Figure 1. Local utilization.
Scale: 6 px per um. 11 x 11 tiles, from black (low) to pale yellow (high), 0 to 100% covered.
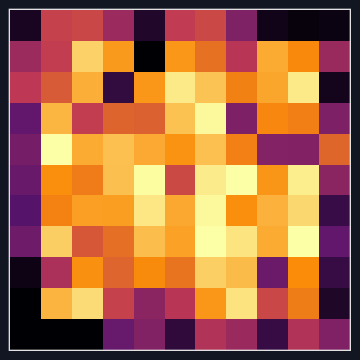
Figure 2. Signal wires on met3.
Scale: 6 px per um.
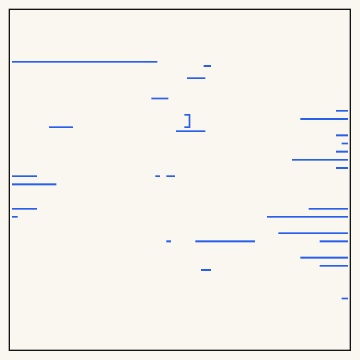
Figure 3. Placement view.
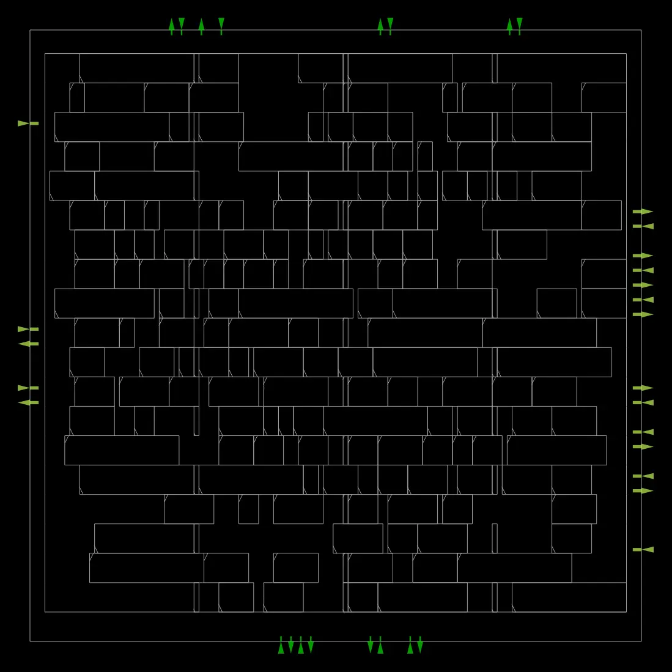
<file path="config.mk">
export PLATFORM = sky130hd
export DESIGN_NAME = digital_dsm
export DESIGN_NICKNAME = d
export VERILOG_FILES = /design/src/rtl/digital_dsm.sv
export SDC_FILE = /design/constraint.sdc
export NUM_CORES = 1
export LEC_CHECK = 0
export CORE_UTILIZATION = 43
export CTS_CLUSTER_SIZE = 10
export DETAILED_ROUTE_END_ITERATION = 12
export GPL_TIMING_DRIVEN = 0
export PLACE_DENSITY = 0.75
export SYNTH_ARGS = -nofsm -noshare
export SYNTH_HDL_FRONTEND = slang
export SYNTH_SLANG_ARGS = --single-unit
</file>
<file path="constraint.sdc">
create_clock -name clk -period 2.11 [get_ports clk]
set_clock_uncertainty 0.2 [all_clocks]
set_input_delay 0.422 -clock clk [delete_from_list [all_inputs] [get_ports clk]]
set_output_delay 0.422 -clock clk [all_outputs]
set_load 0.1 [all_outputs]
</file>
<file path="src/rtl/digital_dsm.sv">
// -----------------------------------------------------------------------------
// digital_dsm
//
// First-order digital delta-sigma modulator (MASH-1 accumulator) for the
// fractional-N PLL divider path. The fractional control word alpha is added
// to the accumulator residue on every rising clock edge. The carry out of
// that addition is the 1-bit modulator stream that selects the divider
// modulus (N / N+1). Over the long run, the density of ones on MSB is
// alpha / 2^WIDTH.
//
// Parameters
//   WIDTH    accumulator and alpha width in bits (legal range 2..32)
//
// Ports (declaration order is fixed because positional instantiation
// depends on it)
//   alpha    in   WIDTH  unsigned fractional control word, sampled every edge
//   MSB      out  1      registered accumulator carry (modulator bit stream)
//   clk      in   1      rising-edge clock (reference/divider clock)
//   rst_n    in   1      asynchronous active-low reset
//   acc_out  out  WIDTH  registered accumulator residue (quantisation error)
//
// Optional feature: define DSM_DITHER_EN to build a 16-bit Fibonacci LFSR
// (taps 16,14,13,11, seed 16'hACE1). Its bit 0 is injected as the carry-in
// of the accumulator sum, which breaks up idle tones. When the macro is
// undefined, no LFSR is built and the carry-in is 0.
//
// Both outputs come straight from flops. There is no combinational path
// from alpha to any output.
// -----------------------------------------------------------------------------
module digital_dsm #(
   parameter int WIDTH = 16
) (
   input  logic [WIDTH-1:0] alpha,
   output logic             MSB,
   input  logic             clk,
   input  logic             rst_n,
   output logic [WIDTH-1:0] acc_out
);

   logic             dither_bit;
   logic [WIDTH:0]   sum_next;
   logic [WIDTH-1:0] acc_reg;
   logic [WIDTH-1:0] acc_next;
   logic             msb_reg;
   logic             msb_next;

`ifdef DSM_DITHER_EN
   localparam logic [15:0] LFSR_SEED = 16'hACE1;

   logic [15:0] lfsr_reg;
   logic [15:0] lfsr_next;
   logic        lfsr_fb;

   // Fibonacci feedback for x^16 + x^14 + x^13 + x^11 + 1.
   // Taps 16,14,13,11 map to bits 15,13,12,10.
   assign lfsr_fb      = lfsr_reg[15] ^ lfsr_reg[13] ^ lfsr_reg[12] ^ lfsr_reg[10];
   assign lfsr_next[0] = lfsr_fb;

   genvar gi;
   generate
      for (gi = 1; gi < 16; gi++) begin : g_lfsr_shift
         assign lfsr_next[gi] = lfsr_reg[gi-1];
      end
   endgenerate

   // The register starts from a non-zero seed and the feedback is maximal
   // length, so it never enters the all-zero lock-up state.
   always_ff @(posedge clk or negedge rst_n) begin
      if (!rst_n) begin
         lfsr_reg <= LFSR_SEED;
      end else begin
         lfsr_reg <= lfsr_next;
      end
   end

   assign dither_bit = lfsr_reg[0];
`else
   assign dither_bit = 1'b0;
`endif

   // The sum is computed one bit wider than the accumulator.
   // The extra top bit is the carry, and the carry is the modulator output.
   // It is never saturated.
   always_comb begin
      sum_next = {1'b0, acc_reg} + {1'b0, alpha} + {{WIDTH{1'b0}}, dither_bit};
      acc_next = sum_next[WIDTH-1:0];
      msb_next = sum_next[WIDTH];
   end

   always_ff @(posedge clk or negedge rst_n) begin
      if (!rst_n) begin
         acc_reg <= '0;
         msb_reg <= 1'b0;
      end else begin
         acc_reg <= acc_next;
         msb_reg <= msb_next;
      end
   end

   assign acc_out = acc_reg;
   assign MSB     = msb_reg;

endmodule

</file>
==> out/qor.yml <==
status: "complete, but fails checks"
violations: "negative setup slack"
diodes: 0
drtPass1Iterations: 4
synth_nets: 162
final-seq-area_um2: 472
viasPerCell: 5.67
hold-worst-slack_ns: 0.319
first_iter_violations: 26
wl_met3_um: 142
mi_logic_area_um2: 910
fmax_mhz: 445
crit_start: "acc_out[0]"
inv_count: 4
die_x_um: 56.6
drcViolationCount: 0
xor_area_frac: 0.0684
crit_type: "register to register"
reg2reg_setup_slack_ns: -0.14
clk_pin_slew_ns: 0.11
gp_congestion: 0.838
openroad.warnings: 29
gr-total-overflow: 0
r2r-end: "acc_out[12]"
grt_pass1_vias: 1116
met3_usage: 0.0369
num_rows: 19
use_met1: 0.245
initial_utilization: 0.461
io_pins: 35
grt_antenna_before_repair: 0
maxCapViolations: 0
critPathBufInv: 0
clkbuf_count: 4
min_path_cells: 2
crit_path_max_fanout: 3
wl_met2_um: 1440
grt_pass1_wl_um: 4890
tapCellCount: 31
edf_count: 0
busiest_layer: "met2"
n_all_buffers: 47
slew_viol_final: 0
crit_path_end_kind: "register"
yosys_cells: 127
hold_viol: 0
num-fill-cells: 209
grt_setup_unrepaired: "true"
setup_tns_ns: -0.772
yosys_warnings: 0
synthMuxAreaShare: 0
grt_max_degree: 18
clk_latency_ns: 0.30
wl_um: 2970
logic_family: "AND-OR/OR-AND gates"
path_depth: 7
holdCritStartpoint: "alpha[0]"
worstMarginPinSlew_ns: 0.943
syn_inst: 127
cp-start-kind: "register"
pre_cts_slack_ns: -0.585
dpl.hpwl_um: 2180
ys_types: 40
drive_above_1_share: 0.382
postCtsSetupBuffers: 4
m1WireLength_um: 1350
fp.dieArea_um2: 3200
cts_resized: 56
adder_share: 0.172
lay_top_cells: "clkdlybuf4s50_1, clkdlybuf4s15_2, ha_1, dfrtp_4, a21o_1"
ys_sh_aoi: 0.267
async_reset_ff_frac: 1.00
area_growth_pct: 48.7
ant_nets: 0
maxUsedRoutingLayer: "met4"
crit_arrival_ns: 2.27
cts_max_level: 1
clockBufferDepth: 2
setup_violations: 8
path_cells: "ha_4 -> fa_2 -> a21o_1 -> a221oi_4 -> o21ai_2 -> a21oi_2 -> xnor2_1"
comb_cells: 98
clkSinkCount: 17
holdPathEnd: "acc_out[0]"
yosysChipArea_um2: 1280
setup_slack_ns: -0.137
ys.flops: 17
place.detailed.instances: 192
ys_sh_simple: 0.114
postCtsHoldBufs: 0
cts_tree: "done"
cp-endpoint: "acc_out[12]"
place_area_um2: 1790
layout.nonclk_buf_frac: 0.233
finalNetCount: 206
period_used_share: 1.06
largest_class: "multi-input combinational cells"
vias: 1139
cp.required_ns: 2.14
cpMaxStageDelayCell: "dfrtp_4"
final_core_util: 0.685
fin_area_um2: 1910
worst_path_largest_cell_delay_ns: 0.50
stdcell_count: 201
port_buffers: 34
synthFlopType: "dfrtp_1"
max-slew-margin-rel: 0.374
ys_seq_frac: 0.332
grt_usage: 0.193
wl_per_cell_um: 14.8
fin_crit_ns: 2.25
die_y_um: 56.6
worstReg2RegStart: "acc_out[0]"
cts_root_buffer: "clkbuf_4"
cts_buffers: 3
largest_reg_flops: 16
layout.clock.cell_area_share: 0.0138
path_delay_family: "AND-OR/OR-AND gates"
comb_share: 0.477
synth.avg_cell_area_um2: 10.1
grtUsageMet2: 0.319
-- Figure 1 (at the start) --
- emptiest ninth of the die: lower left
- nearly empty tiles: 4.1%
- mean over tiles: 58%
- densest ninth of the die: center
- fullest tile: 100%
- tiles over 75% full: 40%

-- Figure 2 (at the start) --
- wire length on this layer: 142 um
- longest straight run: 23.9 um
- share of all routed wire: 4.8%

-- Figure 3 (at the start) --
FFs & Latches: 17
Seq/total area: 0.248
CORE AREA: 2780 um^2

## cells in the mapped netlist (all sizes together) (3+ instances only)
cell type,n,area share
a211oi,4,0.023
a21o,9,0.053
a21oi,8,0.037
and3,4,0.020
buf,7,0.032
dfrtp,17,0.33
ha,16,0.16
inv,4,0.012
nand2,4,0.012
nand3,3,0.012
nor2,3,0.0088
nor3,3,0.012
nor4,3,0.015
o211ai,3,0.018
o21ai,5,0.022
xnor2,6,0.041
xor2,4,0.027
## cells by family after synthesis
kind of cell,count (synthesis)
AOI/OAI and AO/OA,44
and+or+nand+nor,27
adders and majority gates,17
DFF,17
buffers and inverters,12
xor gates and xnor gates,10
